<file path="src/rtl/dwsep_conv2d_sequencer.sv">
// Loop controller for a depthwise-separable 2D convolution datapath.
// For every output pixel (oy, ox) it issues the depthwise MACs (c, ky, kx)
// and then the pointwise MACs (oc, ic) as registered commands on a
// valid/ready port. The counters always name the command currently on the
// port; the next command is derived from their advanced values, so
// back-to-back beats need no bubble.
module dwsep_conv2d_sequencer #(
    parameter int IN_CH  = 2,
    parameter int OUT_CH = 3,
    parameter int K      = 3,
    parameter int IMG_H  = 5,
    parameter int IMG_W  = 5,
    parameter int ADDR_W = 16
) (
    input  logic              clk,
    input  logic              rst_n,
    input  logic              start,
    output logic              busy,
    output logic              done,
    output logic              cmd_valid,
    input  logic              cmd_ready,
    output logic              cmd_phase,
    output logic [ADDR_W-1:0] cmd_in_addr,
    output logic [ADDR_W-1:0] cmd_w_addr,
    output logic [ADDR_W-1:0] cmd_out_addr,
    output logic              cmd_first,
    output logic              cmd_last
);
    localparam int OH = IMG_H - K + 1;
    localparam int OW = IMG_W - K + 1;
    // Wide enough for any single loop bound.
    localparam int CW = $clog2(IN_CH + OUT_CH + K + IMG_H + IMG_W);

    typedef enum logic [2:0] {S_IDLE, S_DW, S_PW, S_WRAP, S_DONE} state_t;
    state_t state;

    logic [CW-1:0] oy, ox, c, ky, kx, oc, ic;
    logic [CW-1:0] n_oy, n_ox, n_c, n_ky, n_kx, n_oc, n_ic;
    logic [CW-1:0] l_oy, l_ox, l_c, l_ky, l_kx, l_oc, l_ic;
    logic          n_pw, l_pw, last_beat, beat;
    logic [ADDR_W-1:0] l_in, l_w, l_out;
    logic          l_first, l_last;

    assign beat = cmd_valid & cmd_ready;

    // Advance the nested loop by one beat: kx->ky->c then PW, ic->oc then next pixel.
    always_comb begin
        n_oy = oy; n_ox = ox; n_c = c; n_ky = ky; n_kx = kx; n_oc = oc; n_ic = ic;
        n_pw = (state == S_PW);
        last_beat = 1'b0;
        if (state != S_PW) begin
            if (kx != CW'(K-1)) n_kx = kx + CW'(1);
            else begin
                n_kx = '0;
                if (ky != CW'(K-1)) n_ky = ky + CW'(1);
                else begin
                    n_ky = '0;
                    if (c != CW'(IN_CH-1)) n_c = c + CW'(1);
                    else begin
                        n_c  = '0;
                        n_pw = 1'b1;
                    end
                end
            end
        end else begin
            if (ic != CW'(IN_CH-1)) n_ic = ic + CW'(1);
            else begin
                n_ic = '0;
                if (oc != CW'(OUT_CH-1)) n_oc = oc + CW'(1);
                else begin
                    n_oc = '0;
                    n_pw = 1'b0;
                    if (ox != CW'(OW-1)) n_ox = ox + CW'(1);
                    else begin
                        n_ox = '0;
                        if (oy != CW'(OH-1)) n_oy = oy + CW'(1);
                        else begin
                            n_oy = '0;
                            last_beat = 1'b1;
                        end
                    end
                end
            end
        end
    end

    // Fields of the command to load: the advanced counters after a beat, else
    // the current ones (first load of a frame, counters all zero).
    always_comb begin
        l_oy = beat ? n_oy : oy;
        l_ox = beat ? n_ox : ox;
        l_c  = beat ? n_c  : c;
        l_ky = beat ? n_ky : ky;
        l_kx = beat ? n_kx : kx;
        l_oc = beat ? n_oc : oc;
        l_ic = beat ? n_ic : ic;
        l_pw = beat ? n_pw : (state == S_PW);
        if (!l_pw) begin
            l_in    = ADDR_W'(l_c) * ADDR_W'(IMG_H*IMG_W)
                    + (ADDR_W'(l_oy) + ADDR_W'(l_ky)) * ADDR_W'(IMG_W)
                    + ADDR_W'(l_ox) + ADDR_W'(l_kx);
            l_w     = ADDR_W'(l_c) * ADDR_W'(K*K) + ADDR_W'(l_ky) * ADDR_W'(K) + ADDR_W'(l_kx);
            l_out   = ADDR_W'(l_c);
            l_first = (l_ky == '0) && (l_kx == '0);
            l_last  = (l_ky == CW'(K-1)) && (l_kx == CW'(K-1));
        end else begin
            l_in    = ADDR_W'(l_ic);
            l_w     = ADDR_W'(IN_CH*K*K) + ADDR_W'(l_oc) * ADDR_W'(IN_CH) + ADDR_W'(l_ic);
            l_out   = ADDR_W'(l_oc) * ADDR_W'(OH*OW) + ADDR_W'(l_oy) * ADDR_W'(OW) + ADDR_W'(l_ox);
            l_first = (l_ic == '0);
            l_last  = (l_ic == CW'(IN_CH-1));
        end
    end

    // Frame FSM, loop counters and registered command/status outputs.
    always_ff @(posedge clk) begin
        if (!rst_n) begin
            state <= S_IDLE;
            {oy, ox, c, ky, kx, oc, ic} <= '0;
            busy <= 1'b0; done <= 1'b0; cmd_valid <= 1'b0;
            cmd_phase <= 1'b0; cmd_first <= 1'b0; cmd_last <= 1'b0;
            cmd_in_addr <= '0; cmd_w_addr <= '0; cmd_out_addr <= '0;
        end else begin
            case (state)
                S_IDLE: begin
                    if (start) begin
                        state <= S_DW;
                        busy  <= 1'b1;
                        {oy, ox, c, ky, kx, oc, ic} <= '0;
                    end
                end
                S_DW, S_PW: begin
                    if (!cmd_valid || cmd_ready) begin
                        if (beat) begin
                            {oy, ox, c, ky, kx, oc, ic} <= {n_oy, n_ox, n_c, n_ky, n_kx, n_oc, n_ic};
                        end
                        if (beat && last_beat) begin
                            cmd_valid <= 1'b0;
                            state     <= S_WRAP;
                        end else begin
                            cmd_valid    <= 1'b1;
                            state        <= l_pw ? S_PW : S_DW;
                            cmd_phase    <= l_pw;
                            cmd_in_addr  <= l_in;
                            cmd_w_addr   <= l_w;
                            cmd_out_addr <= l_out;
                            cmd_first    <= l_first;
                            cmd_last     <= l_last;
                        end
                    end
                end
                // One quiet cycle after the final beat so done lands in its own cycle.
                S_WRAP: begin
                    state <= S_DONE;
                    done  <= 1'b1;
                end
                S_DONE: begin
                    state <= S_IDLE;
                    done  <= 1'b0;
                    busy  <= 1'b0;
                end
                default: state <= S_IDLE;
            endcase
        end
    end
endmodule

</file>
<file path="config.mk">
export PLATFORM = sky130hd
export DESIGN_NAME = dwsep_conv2d_sequencer
export DESIGN_NICKNAME = d
export VERILOG_FILES = /design/src/rtl/dwsep_conv2d_sequencer.sv
export SDC_FILE = /design/constraint.sdc
export NUM_CORES = 1
export LEC_CHECK = 0
export ABC_AREA = 1
export CAP_MARGIN = 20
export CORE_MARGIN = 2
export CORE_UTILIZATION = 65
export DETAILED_ROUTE_END_ITERATION = 6
export GPL_TIMING_DRIVEN = 0
export PLACE_DENSITY_LB_ADDON = 0.05
export SYNTH_ARGS = -nofsm -noshare
export SYNTH_HDL_FRONTEND = slang
export SYNTH_SLANG_ARGS = --single-unit
</file>
<file path="constraint.sdc">
create_clock -name clk -period 23.1 [get_ports clk]
set_input_delay 6.93 -clock clk [delete_from_list [all_inputs] [get_ports clk]]
set_output_delay 6.93 -clock clk [all_outputs]
set_load 0.1 [all_outputs]
</file>
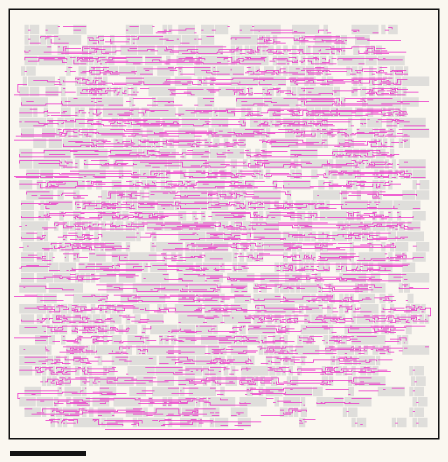
Figure 1: run 1, signal wires on met1.
Bar = 20 µm. Cells faint in the background.
nets with wire on the layer	1,190
main direction	horizontal
share of all routed wire	44%
wire length on this layer	8,580 µm
longest straight run	43.7 µm

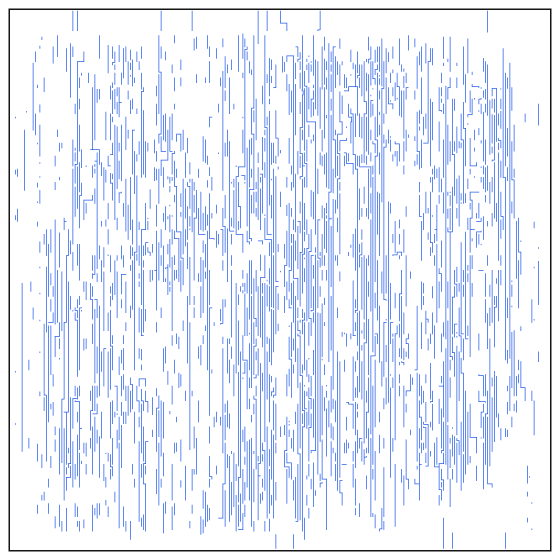
Figure 2: run 1, metal 2.
longest straight run	61.5 µm
share of all routed wire	43%
wire length on this layer	8,470 µm

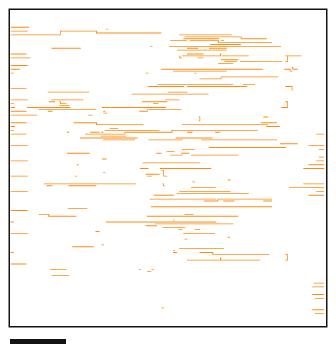
Figure 3: run 1, met3 routing.
Bar = 20 µm.
longest straight run	42.8 µm
main direction	horizontal
nets with wire on the layer	139

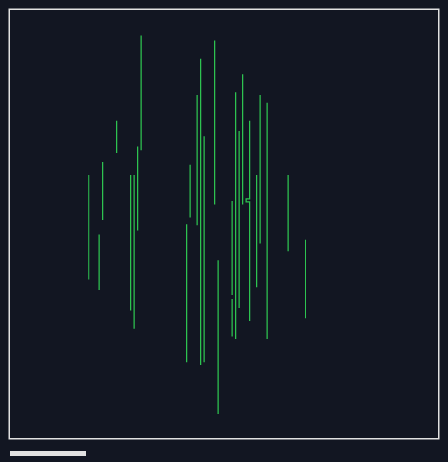
Figure 4: run 1, met4 routing.
Bar = 20 µm.
nets with wire on the layer	22
share of all routed wire	4.6%

## run 1: per-layer routing
layer | vias to the layer above | wire length, µm | global-route usage (%) | share of wire (%)
met3 | 55 | 1640 | 5.89 | 8.4
met1 | 3175 | 8580 | 44.8 | 44
met2 | 297 | 8470 | 49.7 | 43
met4 | 0 | 900 | 15.5 | 4.6
met5 | - | 0 | 0 | 0
li1 | 3505 | - | - | -
## run 1: kinds of logic after synthesis
kind of cell / synth area share, %
AOI/OAI and AO/OA: 10.3
xor gates and xnor gates: 1.49
adders and majority gates: 30.8
buffers and inverters: 11.6
DFF: 19.9
other: 0.0489
and+or+nand+nor: 26.0
==> impl_metrics.yaml, run 1 <==
# synthesis and place-and-route metrics
route:
  ant_nets: 0
  wl_um: 19600
  post_drt_via_cell_ratio: 5.59
  route.detailed.wl_per_inst_um: 15.6
  vias: 7032
  dr.pass1.iters: 5
  drc: 0
  drt-initial-drc-count: 617
timing:
  timing.hold.ws_ps: 464
  slew_violations: 0
  finalHoldViolations: 0
  setup_viol: 0
  post-route-min-period_ps: 13380
  finClkSkew_ps: 10.4
  fin_setup_tns_ps: 0
  period_used_pct: 57.9
  tightest_slew_ps: 980
  post-route-worst-setup-slack_ps: 9720
  clock.fmax_mhz: 74.7
  grt_setup_unrepaired: "false"
logic_synthesis:
  topCellsByArea: "ha_1 (21%), dfxtp_1 (20%), nand2_1 (11%)"
  top_cells_by_count: "nand2_1 (225), inv_1 (157), ha_1 (126)"
  synthCells: 1043
  ff_type: "dfxtp_1"
  numSynthFlops: 76
  synthArstFlopShare_pct: 0
  ys_cells: 1043
  top_area_share_pct: 20.6
  syn_area_per_cell_um2: 7.35
  yosysTopAreaCell: "ha_1"
  ys_warn_count: 0
  edf_count: 0
  seq_area_frac_synth_pct: 19.9
  synth_cell_types: 42
  synth_dominant_cell_count: "nand2_1"
  yosys-stat-area_mm2: 0.00766
pwr:
  finalPower_mw: 0.340
  switchingPower_mw: 0.114
  p_comb_mw: 0.0639
  ir_drop_v: 0.0000551
  power-top-group: "clock"
  p_seq_share_pct: 40.2
  clkPwrFrac_pct: 41.0
  leakage_nw: 4.63
  power_density_mw_per_mm2: 39.5
  powerClk_mw: 0.139
  seq_power_mw: 0.137
finish:
  post_route_cells_drive_above_1_share_pct: 7.80
  n_clock_buffer: 11
  post-route-util_pct: 75.0
  final_cell_area_mm2: 0.00860
  nonClkBufAreaFrac_pct: 7.93
  reg_top3: "cmd_in_addr x12, cmd_out_addr x10, cmd_w_addr x10"
  seq_area_share_pct: 17.7
  area_growth_pct: 12.3
  logic_gate_count: 778
  nFlopsAndLatches: 76
  nets: 1280
  num_antenna_cells: 0
  clk_share_pct: 3.33
  fillers: 911
  layout_top_cell: "nand2_1"
  num-nonclk-inverters: 166
  n_all_buffers: 80
  regMostFlops: "cmd_in_addr"
  flop_area_mm2: 0.00152
  largest_reg_flops: 12
  instances_no_fill: 1259
global_routing:
  grt_max_degree: 14
  grt_pass1_wl_um: 32800
  antenna_found_initial: 0
  overflow: 0
  grt_pass1_vias: 6701
  track_usage_pct: 32.6
critical_path:
  critPathKind: "in -> reg"
  r2r-end: "cmd_in_addr[11]$_SDFFE_PN0P_"
  reg2reg_from: "kx[0]$_SDFFE_PN0P_"
  rrSetupSlack_ps: 16200
  cpMaxStageDelayCell: "fa_1"
  r2r_cells: 31
  critPathBufInv: 8
  cp-startpoint: "cmd_ready"
  crit_path_start_kind: "primary input"
  crit_top_cell: "nand2_1"
  slowest_delay_ps: 550
place:
  placed_area_mm2: 0.00831
  io_buffers: 41
clock_network:
  post_cts_buffers: 0
  htree_levels: 3
  cts.sinks: 76
  worstSkewPairLatency_ps: 350
  cts_max_path_buffers: 2
  cts-root-buf: "clkbuf_16"
  ctsResizeCount: 0
  cts_hold_buffers: 0
  cts_tree: "built"
floorplanning:
  die_area_mm2: 0.0127
  tapCellCount: 143
  ios: 58
  rows: 39
  die_width_um: 113
  core_mm2: 0.0115
  chipHeight_um: 113
worst_hold_path:
  hold_start: "cmd_out_addr[9]$_SDFFE_PN0P_"
  min_path_cells: 2
outcome:
  outcome: "complete, no violations"
flow_run:
  drv_cap: 0
==> run 2: changes to the inputs <==
Settings changed: CORE_UTILIZATION 65 to 61.
Clock period 23.1 ns to 12.65 ns, I/O delays scaled along.
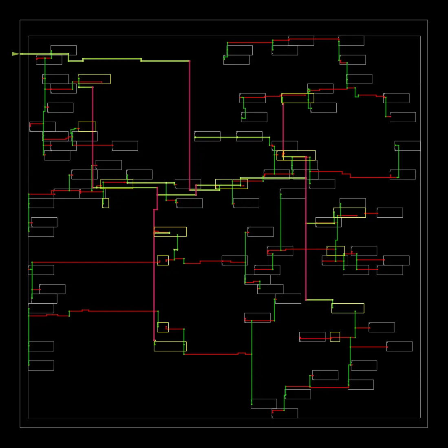
Figure 5: run 2, clock wiring as the flow saved it.
clk latency late pin: 350 ps
clkbuf count: 11
Setup Skew: 9.40 ps

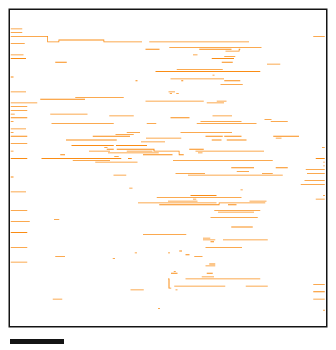
Figure 6: run 2, met3 routing.
Bar = 20 µm.
share of all routed wire	6.8%
nets with wire on the layer	131
wire length on this layer	1,340 µm
main direction	horizontal

==> impl_metrics.yaml, run 2 <==
# synthesis and place-and-route metrics
outcome:
  outcome: "complete, no violations"
pwr:
  p_comb_mw: 0.117
  leakage_nw: 4.63
  clkPwrFrac_pct: 41.3
  power_density_mw_per_mm2: 72.2
  power-top-group: "clock"
  ir_drop_v: 0.0000736
  switchingPower_mw: 0.210
  seq_power_mw: 0.249
  finalPower_mw: 0.623
  powerClk_mw: 0.257
  p_seq_share_pct: 40.0
finish:
  nets: 1280
  n_all_buffers: 80
  logic_gate_count: 778
  num-nonclk-inverters: 166
  fillers: 1021
  regMostFlops: "cmd_in_addr"
  flop_area_mm2: 0.00152
  nFlopsAndLatches: 76
  seq_area_share_pct: 17.6
  nonClkBufAreaFrac_pct: 7.87
  largest_reg_flops: 12
  final_cell_area_mm2: 0.00863
  layout_top_cell: "nand2_1"
  num_antenna_cells: 0
  area_growth_pct: 12.7
  post_route_cells_drive_above_1_share_pct: 7.80
  instances_no_fill: 1284
clock_network:
  cts_hold_buffers: 0
  cts_tree: "built"
  cts-root-buf: "clkbuf_16"
  post_cts_buffers: 0
  ctsResizeCount: 0
  cts.sinks: 76
  cts_max_path_buffers: 2
  htree_levels: 3
  cts_made_buffers: 9
logic_synthesis:
  synth_cell_types: 42
  synthArstFlopShare_pct: 0
  yosys-stat-area_mm2: 0.00766
  ys_sh_simple_pct: 26.0
  synth_dominant_cell_count: "nand2_1"
  edf_count: 0
  numSynthFlops: 76
  top_area_share_pct: 20.6
  yosysTopAreaCell: "ha_1"
  seq_area_frac_synth_pct: 19.9
  top_cells_by_count: "nand2_1 (225), inv_1 (157), ha_1 (126)"
  synth-xor-area-share_pct: 1.49
  syn_area_per_cell_um2: 7.35
  synthCells: 1043
  ys_warn_count: 0
  fa_ha_area_share_pct: 30.8
  synthMuxAreaShare_pct: 0
  topCellsByArea: "ha_1 (21%), dfxtp_1 (20%), nand2_1 (11%)"
  synthTopLogicFamily: "adder cells"
  aoi_share_pct: 10.3
route:
  dr.pass1.iters: 5
  route.detailed.wl_per_inst_um: 15.4
  wl_met2_um: 8590
  post_drt_via_cell_ratio: 5.41
  drc: 0
  top_layer_used: "met4"
  vias: 6945
  ant_nets: 0
  wl_met3_um: 1340
  wl_um: 19800
timing:
  tightest_slew_ps: 986
  grt_setup_unrepaired: "false"
  fin_setup_tns_ps: 0
  period_used_pct: 81.1
  finalHoldViolations: 0
  slew_violations: 0
  setup_viol: 0
  timing.hold.ws_ps: 466
  post-route-min-period_ps: 10250
critical_path:
  critPathBufInv: 8
  cp-startpoint: "cmd_ready"
  crit_path_start_kind: "primary input"
  slowest_delay_ps: 540
  cpMaxStageDelayCell: "fa_1"
  critPathKind: "in -> reg"
  reg2reg_from: "kx[0]$_SDFFE_PN0P_"
  arrival_ps: 10470
place:
  placed_area_mm2: 0.00835
  post-dp-hpwl_um: 15800
  io_buffers: 41
floorplanning:
  die_area_mm2: 0.0135
  chipHeight_um: 116
  die_width_um: 116
  ios: 58
  core_mm2: 0.0122
  tapCellCount: 168
global_routing:
  track_usage_pct: 31.1
  antenna_found_initial: 0
  overflow: 0
  grt_max_degree: 14
  grt_pass1_vias: 6282
worst_hold_path:
  hold_start: "cmd_out_addr[6]$_SDFFE_PN0P_"
flow_run:
  drv_cap: 0
run 2: per-stage QoR:
step	setup slack, ps	utilization (%)
after global placement	2160	68.6
after CTS	2430	71.0
after floorplan	3260	-
after global routing	2010	71.0
final	2400	71.0
after detailed placement	2110	68.6
run 2: path summary, 6_finish.rpt:
check,to,slack (ps),cells past startpoint
worst min-delay path,cmd_out_addr[6]$_SDFFE_PN0P_,470,2
worst min register to register,cmd_out_addr[6]$_SDFFE_PN0P_,470,2
worst max register to register,cmd_in_addr[7]$_SDFFE_PN0P_,5870,29
worst max-delay path,cmd_in_addr[7]$_SDFFE_PN0P_,2400,30
run 2: per-layer routing:
layer  GRT usage, %  vias up
met5              0        -
met4           14.1        0
met3           4.18       40
met2           47.8      261
met1           43.7     3146
li1               -     3498
==> run 3: changes to the inputs <==
Settings changed: CORE_UTILIZATION 61 to 55.
Clock period 12.65 ns to 9 ns, I/O delays scaled along.
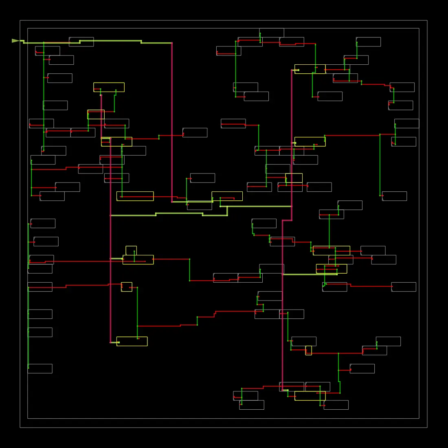
Figure 7: run 3, clock wiring as the flow saved it.
clock distribution power: 0.422 mW
CTS sink cnt: 76
Setup Skew: 5.56 ps
Inserted Clock Buffers: 9
number of sequential cells: 76

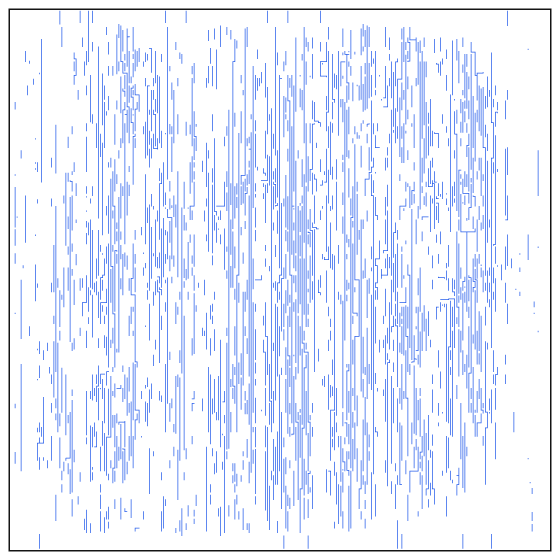
Figure 8: run 3, metal 2.
share of all routed wire	44%
wire length on this layer	8,690 µm

==> impl_metrics.yaml, run 3 <==
# synthesis and place-and-route metrics
global_routing:
  antenna_found_initial: 0
  grt_pass1_vias: 6139
  grt.met2_usage_pct: 43.5
  track_usage_pct: 28.1
  use_met3_pct: 4.07
  use_met1_pct: 39.8
clock_network:
  ctsResizeCount: 3
  cts_hold_buffers: 0
  cts_max_path_buffers: 2
  cts_tree: "built"
pwr:
  ir_drop_v: 0.0000984
  seq_power_mw: 0.351
  clkPwrFrac_pct: 45.0
  power-top-group: "clock"
  p_comb_mw: 0.165
place:
  place_ws_ps: -440
  io_buffers: 41
logic_synthesis:
  yosysTopAreaCell: "ha_1"
  numSynthFlops: 76
  ys_sh_simple_pct: 26.0
  top_cells_by_count: "nand2_1 (225), inv_1 (157), ha_1 (126)"
  fa_ha_area_share_pct: 30.8
  syn_area_per_cell_um2: 7.35
  seq_area_frac_synth_pct: 19.9
  synth_dominant_cell_count: "nand2_1"
  ys_warn_count: 0
  synthMuxAreaShare_pct: 0
  synthTopLogicFamily: "adder cells"
flow_run:
  drv_cap: 0
finish:
  num_antenna_cells: 0
  fillers: 1251
  post-route-util_pct: 63.9
  n_clock_buffer: 11
  nonClkBufAreaFrac_pct: 7.95
  nets: 1282
  regMostFlops: "cmd_in_addr"
  largest_reg_flops: 12
  clk_share_pct: 3.83
  reg_top3: "cmd_in_addr x12, cmd_out_addr x10, cmd_w_addr x10"
  seq_area_share_pct: 17.4
  area_growth_pct: 14.4
  num-nonclk-inverters: 166
  logic_gate_count: 778
critical_path:
  crit_top_cell: "fa_1"
  r2r_cells: 29
  critPathKind: "in -> reg"
  arrival_ps: 8590
  crit_path_start_kind: "primary input"
  slowest_delay_ps: 540
  rrSetupSlack_ps: 2490
  critPathBufInv: 8
  cp-startpoint: "cmd_ready"
  crit_path_end: "cmd_in_addr[6]$_SDFFE_PN0P_"
  critical_path_cell_count: 31
route:
  dr.pass1.iters: 5
  top_layer_used: "met4"
  route.detailed.wl_per_inst_um: 15.4
  ant_nets: 0
  vias: 6826
  wl_met2_um: 8690
floorplanning:
  die_area_mm2: 0.0149
  ios: 58
  die_width_um: 122
  tapCellCount: 180
  rows: 43
outcome:
  outcome: "complete, no violations"
timing:
  grt_setup_unrepaired: "false"
  clock.fmax_mhz: 119
  setup_viol: 0
worst_hold_path:
  min_to: "cmd_out_addr[7]$_SDFFE_PN0P_"
  hold_start: "cmd_out_addr[7]$_SDFFE_PN0P_"
==> run 3: cell count changes in the layout (fill, tap and decap cells not counted), sizes merged <==
cell | previous run | this run
buf | 31 | 33
clkinv | 5 | 4
dlymetal6s2s | 0 | 1
bufinv | 0 | 2
clkinvlp | 1 | 0
clkdlybuf4s50 | 41 | 40
==> run 3: per-stage QoR <==
step / power, mW / cell area (µm²) / setup TNS (ps) / instances / hold WS, ps
final: 0.937 / 8770 / 0 / 1298 / 463
after detailed placement: 0.521 / 8360 / -2980 / 1280 / 458
after global routing: 0.963 / 8770 / 0 / 1298 / 480
after floorplan: 0.484 / 7720 / 0 / 1058 / 452
after global placement: 0.521 / 8360 / -2970 / 1279 / 453
after CTS: 0.940 / 8700 / 0 / 1296 / 468
Power figures rest on the tool's default switching activity, not on a simulated workload.
